### Sequential cells colored by netlist name

Other sequential cells in the stronger gray, the rest of the logic in the fainter gray.
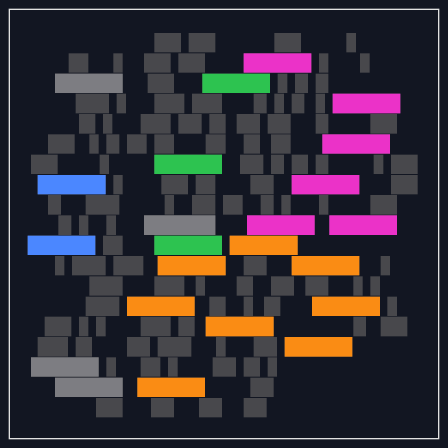
### Clock wiring as the flow saved it

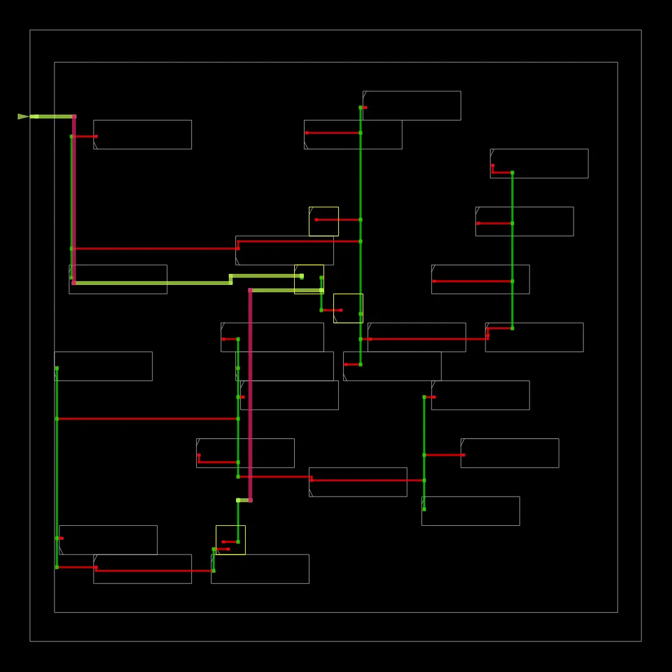
### Routed clock nets over the placement

The bar under the picture is 20 µm long.
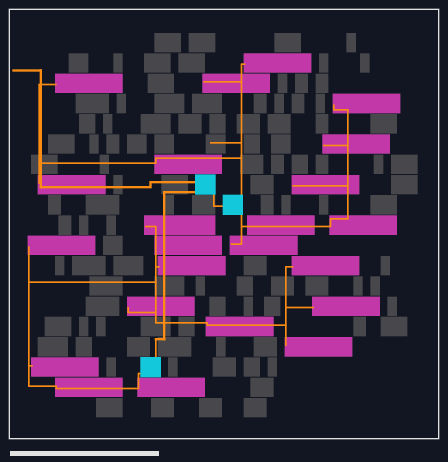
`src/rtl/const_arb_if.sv`:
```
// Request/acknowledge bundle between two constant requesters and the shared lookup arbiter.
interface const_arb_if;
  logic       req0;
  logic [2:0] idx0;
  logic       req1;
  logic [2:0] idx1;
  logic       ack0;
  logic       ack1;
  logic [7:0] rdata;
  logic [7:0] served;
  logic       busy;

  modport master (
    output req0, idx0, req1, idx1,
    input  ack0, ack1, rdata, served, busy
  );

  modport slave (
    input  req0, idx0, req1, idx1,
    output ack0, ack1, rdata, served, busy
  );
endinterface

```
`src/rtl/const_arb.sv`:
```
// Round-robin arbiter for two requesters sharing an 8-entry constant table; ack one cycle
// after the lookup edge, next acceptance 3 edges later. Requesters hold req until ack.
module const_arb (
  input  logic        clk,
  input  logic        rst,
  const_arb_if.slave  bus
);

  typedef enum logic [1:0] {IDLE, LOOKUP, RESP} state_t;

  localparam logic [2:0] NARROW5  = 3'b101;
  localparam logic [8:0] WIDE345  = 9'd345;

  state_t     state;
  logic       win;
  logic [2:0] idx_q;
  logic       last;
  logic       ack0_q;
  logic       ack1_q;
  logic [7:0] rdata_q;
  logic [7:0] served_q;

  function automatic logic [7:0] lookup(input logic [2:0] i);
    logic [7:0] v;
    case (i)
      3'd0:    v = 8'd1;
      3'd1:    v = 8'd0;
      3'd2:    v = {5'd0, NARROW5};
      3'd3:    v = 8'd101;
      3'd4:    v = 8'd5;
      3'd5:    v = WIDE345[7:0];
      3'd6:    v = 8'hFF;
      default: v = 8'h00;
    endcase
    return v;
  endfunction

  always_ff @(posedge clk or posedge rst) begin
    if (rst) begin
      state    <= IDLE;
      win      <= 1'b0;
      idx_q    <= 3'd0;
      last     <= 1'b1;
      ack0_q   <= 1'b0;
      ack1_q   <= 1'b0;
      rdata_q  <= 8'h00;
      served_q <= 8'h00;
    end else begin
      case (state)
        IDLE: begin
          // On contention the requester that did not win last time takes the grant.
          if (bus.req0 && bus.req1) begin
            win   <= ~last;
            idx_q <= last ? bus.idx0 : bus.idx1;
            state <= LOOKUP;
          end else if (bus.req0) begin
            win   <= 1'b0;
            idx_q <= bus.idx0;
            state <= LOOKUP;
          end else if (bus.req1) begin
            win   <= 1'b1;
            idx_q <= bus.idx1;
            state <= LOOKUP;
          end
        end
        LOOKUP: begin
          rdata_q <= lookup(idx_q);
          ack0_q  <= ~win;
          ack1_q  <= win;
          state   <= RESP;
        end
        RESP: begin
          ack0_q   <= 1'b0;
          ack1_q   <= 1'b0;
          served_q <= served_q + 8'd1;
          last     <= win;
          state    <= IDLE;
        end
        default: state <= IDLE;
      endcase
    end
  end

  assign bus.ack0   = ack0_q;
  assign bus.ack1   = ack1_q;
  assign bus.rdata  = rdata_q;
  assign bus.served = served_q;
  assign bus.busy   = (state != IDLE);

endmodule

```
`src/flat_wrapper.sv`:
```
// flat-port wrapper written by rule: the top's interface ports become plain ports
module const_arb_flat 
  (clk, rst, bus_req0, bus_idx0, bus_req1, bus_idx1, bus_ack0, bus_ack1, bus_rdata, bus_served, bus_busy);
  const_arb_if bus_i ();
  input  logic clk;
  input  logic rst;
  input wire logic [$bits(bus_i.req0)-1:0] bus_req0;
  input wire logic [$bits(bus_i.idx0)-1:0] bus_idx0;
  input wire logic [$bits(bus_i.req1)-1:0] bus_req1;
  input wire logic [$bits(bus_i.idx1)-1:0] bus_idx1;
  output wire logic [$bits(bus_i.ack0)-1:0] bus_ack0;
  output wire logic [$bits(bus_i.ack1)-1:0] bus_ack1;
  output wire logic [$bits(bus_i.rdata)-1:0] bus_rdata;
  output wire logic [$bits(bus_i.served)-1:0] bus_served;
  output wire logic [$bits(bus_i.busy)-1:0] bus_busy;
  assign bus_i.req0 = bus_req0;
  assign bus_i.idx0 = bus_idx0;
  assign bus_i.req1 = bus_req1;
  assign bus_i.idx1 = bus_idx1;
  assign bus_ack0 = bus_i.ack0;
  assign bus_ack1 = bus_i.ack1;
  assign bus_rdata = bus_i.rdata;
  assign bus_served = bus_i.served;
  assign bus_busy = bus_i.busy;
  const_arb u_core (.clk(clk), .rst(rst), .bus(bus_i));
endmodule
```
`config.mk`:
```
export PLATFORM = sky130hd
export DESIGN_NAME = const_arb_flat
export DESIGN_NICKNAME = d
export VERILOG_FILES = /design/src/rtl/const_arb_if.sv /design/src/rtl/const_arb.sv /design/src/flat_wrapper.sv
export SDC_FILE = /design/constraint.sdc
export NUM_CORES = 1
export LEC_CHECK = 0
export CELL_PAD_IN_SITES_DETAIL_PLACEMENT = 1
export CELL_PAD_IN_SITES_GLOBAL_PLACEMENT = 1
export CORE_MARGIN = 2
export CORE_UTILIZATION = 38
export CTS_BUF_LIST = sky130_fd_sc_hd__clkbuf_4
export DETAILED_ROUTE_END_ITERATION = 7
export GPL_ROUTABILITY_DRIVEN = 0
export PLACE_DENSITY = 0.77
export RECOVER_POWER = 100
export SYNTH_ARGS = -nofsm -noshare
export SYNTH_HDL_FRONTEND = slang
export SYNTH_SLANG_ARGS = --single-unit
```
`constraint.sdc`:
```
create_clock -name clk -period 1.7 [get_ports clk]
set_input_delay 0.34 -clock clk [delete_from_list [all_inputs] [get_ports clk]]
set_output_delay 0.34 -clock clk [all_outputs]
set_load 0.02 [all_outputs]
```
==> flow_metrics.env <==
# physical design summary
export IMPL_fin_cells=161
export IMPL_dr_pass1_iters=4
export IMPL_cp_end_kind="primary output"
export IMPL_fp_coreArea_mm2=0.00273
export IMPL_met2_usage_pct=25.2
export IMPL_slowest_stage="clkdlybuf4s50_1"
export IMPL_grt_busiest_layer="met2"
export IMPL_clkTransAtPathRegs_ns=0.13
export IMPL_post_cts_resized=7
export IMPL_dp_slack_ns=0.0370
export IMPL_layout_setup_ws_ns=0.0621
export IMPL_combinationalPower_mw=1.25
export IMPL_grtUsageMet1_pct=18.1
export IMPL_status="completed"
export IMPL_path_cells="clkdlybuf4s50_1"
export IMPL_syn_area_per_cell_um2=11.1
export IMPL_wl_met3_um=96
export IMPL_cts_tree="built"
export IMPL_tightest_slew_ns=0.573
export IMPL_ir_drop_v=0.00105
export IMPL_n_antenna_cell=0
export IMPL_placed_cells=156
export IMPL_mux_area_share_pct=4.15
export IMPL_p_sw_share_pct=40.7
export IMPL_fp_util_pct=39.7
export IMPL_cap_viol_max_count=0
export IMPL_xor_area_share_pct=8.07
export IMPL_ys_area_mm2=0.00108
export IMPL_crit_buf_inv=1
export IMPL_rsz0062_at_grt="no"
export IMPL_ys_top_logic_family="simple AND/OR/NAND/NOR gates"
-- 'Sequential cells colored by netlist name' (at the start) --
legend:
  `u_core.idx_q`:
    color: green
    sequential_cells: 3
  `u_core.state`:
    color: blue
    sequential_cells: 2
  `u_core.bus.rdata`:
    color: magenta
    sequential_cells: 6
  `u_core.bus.served`:
    color: orange
    sequential_cells: 8

-- 'Clock wiring as the flow saved it' (at the start) --
registers: 23
clock buf count: 4

-- 'Routed clock nets over the placement' (at the start) --
legend:
  clock wires:
    color: orange
    length: 308 µm
  clock-net drivers:
    color: cyan
    count: 3
  flip-flops:
    color: magenta
    count: 23
flops lie: all over the die

state kept, by name, summed over array words and instances, names as in the netlist:
register and count:
u_core.win 1, u_core.bus.served 8, u_core.bus.ack1 1, u_core.bus.rdata 6, u_core.state 2, u_core.bus.ack0 1, u_core.idx_q 3, u_core.last 1
cell type report:
class                           count  area, µm²
Clock buffer                        4       30.0
Fill cell                         306       1360
Inverter                            9       33.8
Multi-Input combinational cell     61        443
Sequential cell                    23        577
Tap cell                           31       38.8
Timing Repair Buffer               33        254
worst max path at each step:
stage,to,start,cells after the start,slack [ns]
after floorplan,u_core.bus.served[7]$_DFFE_PP0P_,u_core.state[0]$_DFFE_PP0P_,6,0.40
after global placement,bus_busy,u_core.state[0]$_DFFE_PP0P_,4,0.07
after detailed placement,bus_busy,u_core.state[0]$_DFFE_PP0P_,4,0.04
after CTS,bus_busy,u_core.state[1]$_DFFE_PP0P_,4,0.007
after global routing,bus_rdata[4],u_core.bus.rdata[4]$_DFFE_PP0N_,1,0.006
final,bus_rdata[4],u_core.bus.rdata[4]$_DFFE_PP0N_,1,0.06
worst register-to-register path, stage by stage, from the launching register on:
cell and delay (ns):
dfrtp_1 0.42, inv_1 0.12, ha_1 0.18, clkbuf_1 0.18, and2_0 0.19, nand2_1 0.10, o221a_2 0.26
cells in the final DEF (no fill, tap or decap), types with 2 or more instances in the layout:
cell	netlist	layout
nand4_1	3	3
buf_4	3	2
nor2_1	6	6
xnor2_1	7	7
clkbuf_1	1	9
a21oi_1	3	3
nand3_1	3	3
clkbuf_2	1	2
ha_1	5	5
mux2_2	4	4
dfrtp_1	22	22
clkdlybuf4s50_1	0	15
o221a_2	3	3
o21ai_0	3	3
inv_1	9	9
dlygate4sd2_1	0	4
xor2_1	3	3
nand2_1	7	7
and3_1	2	2
clkbuf_4	0	4
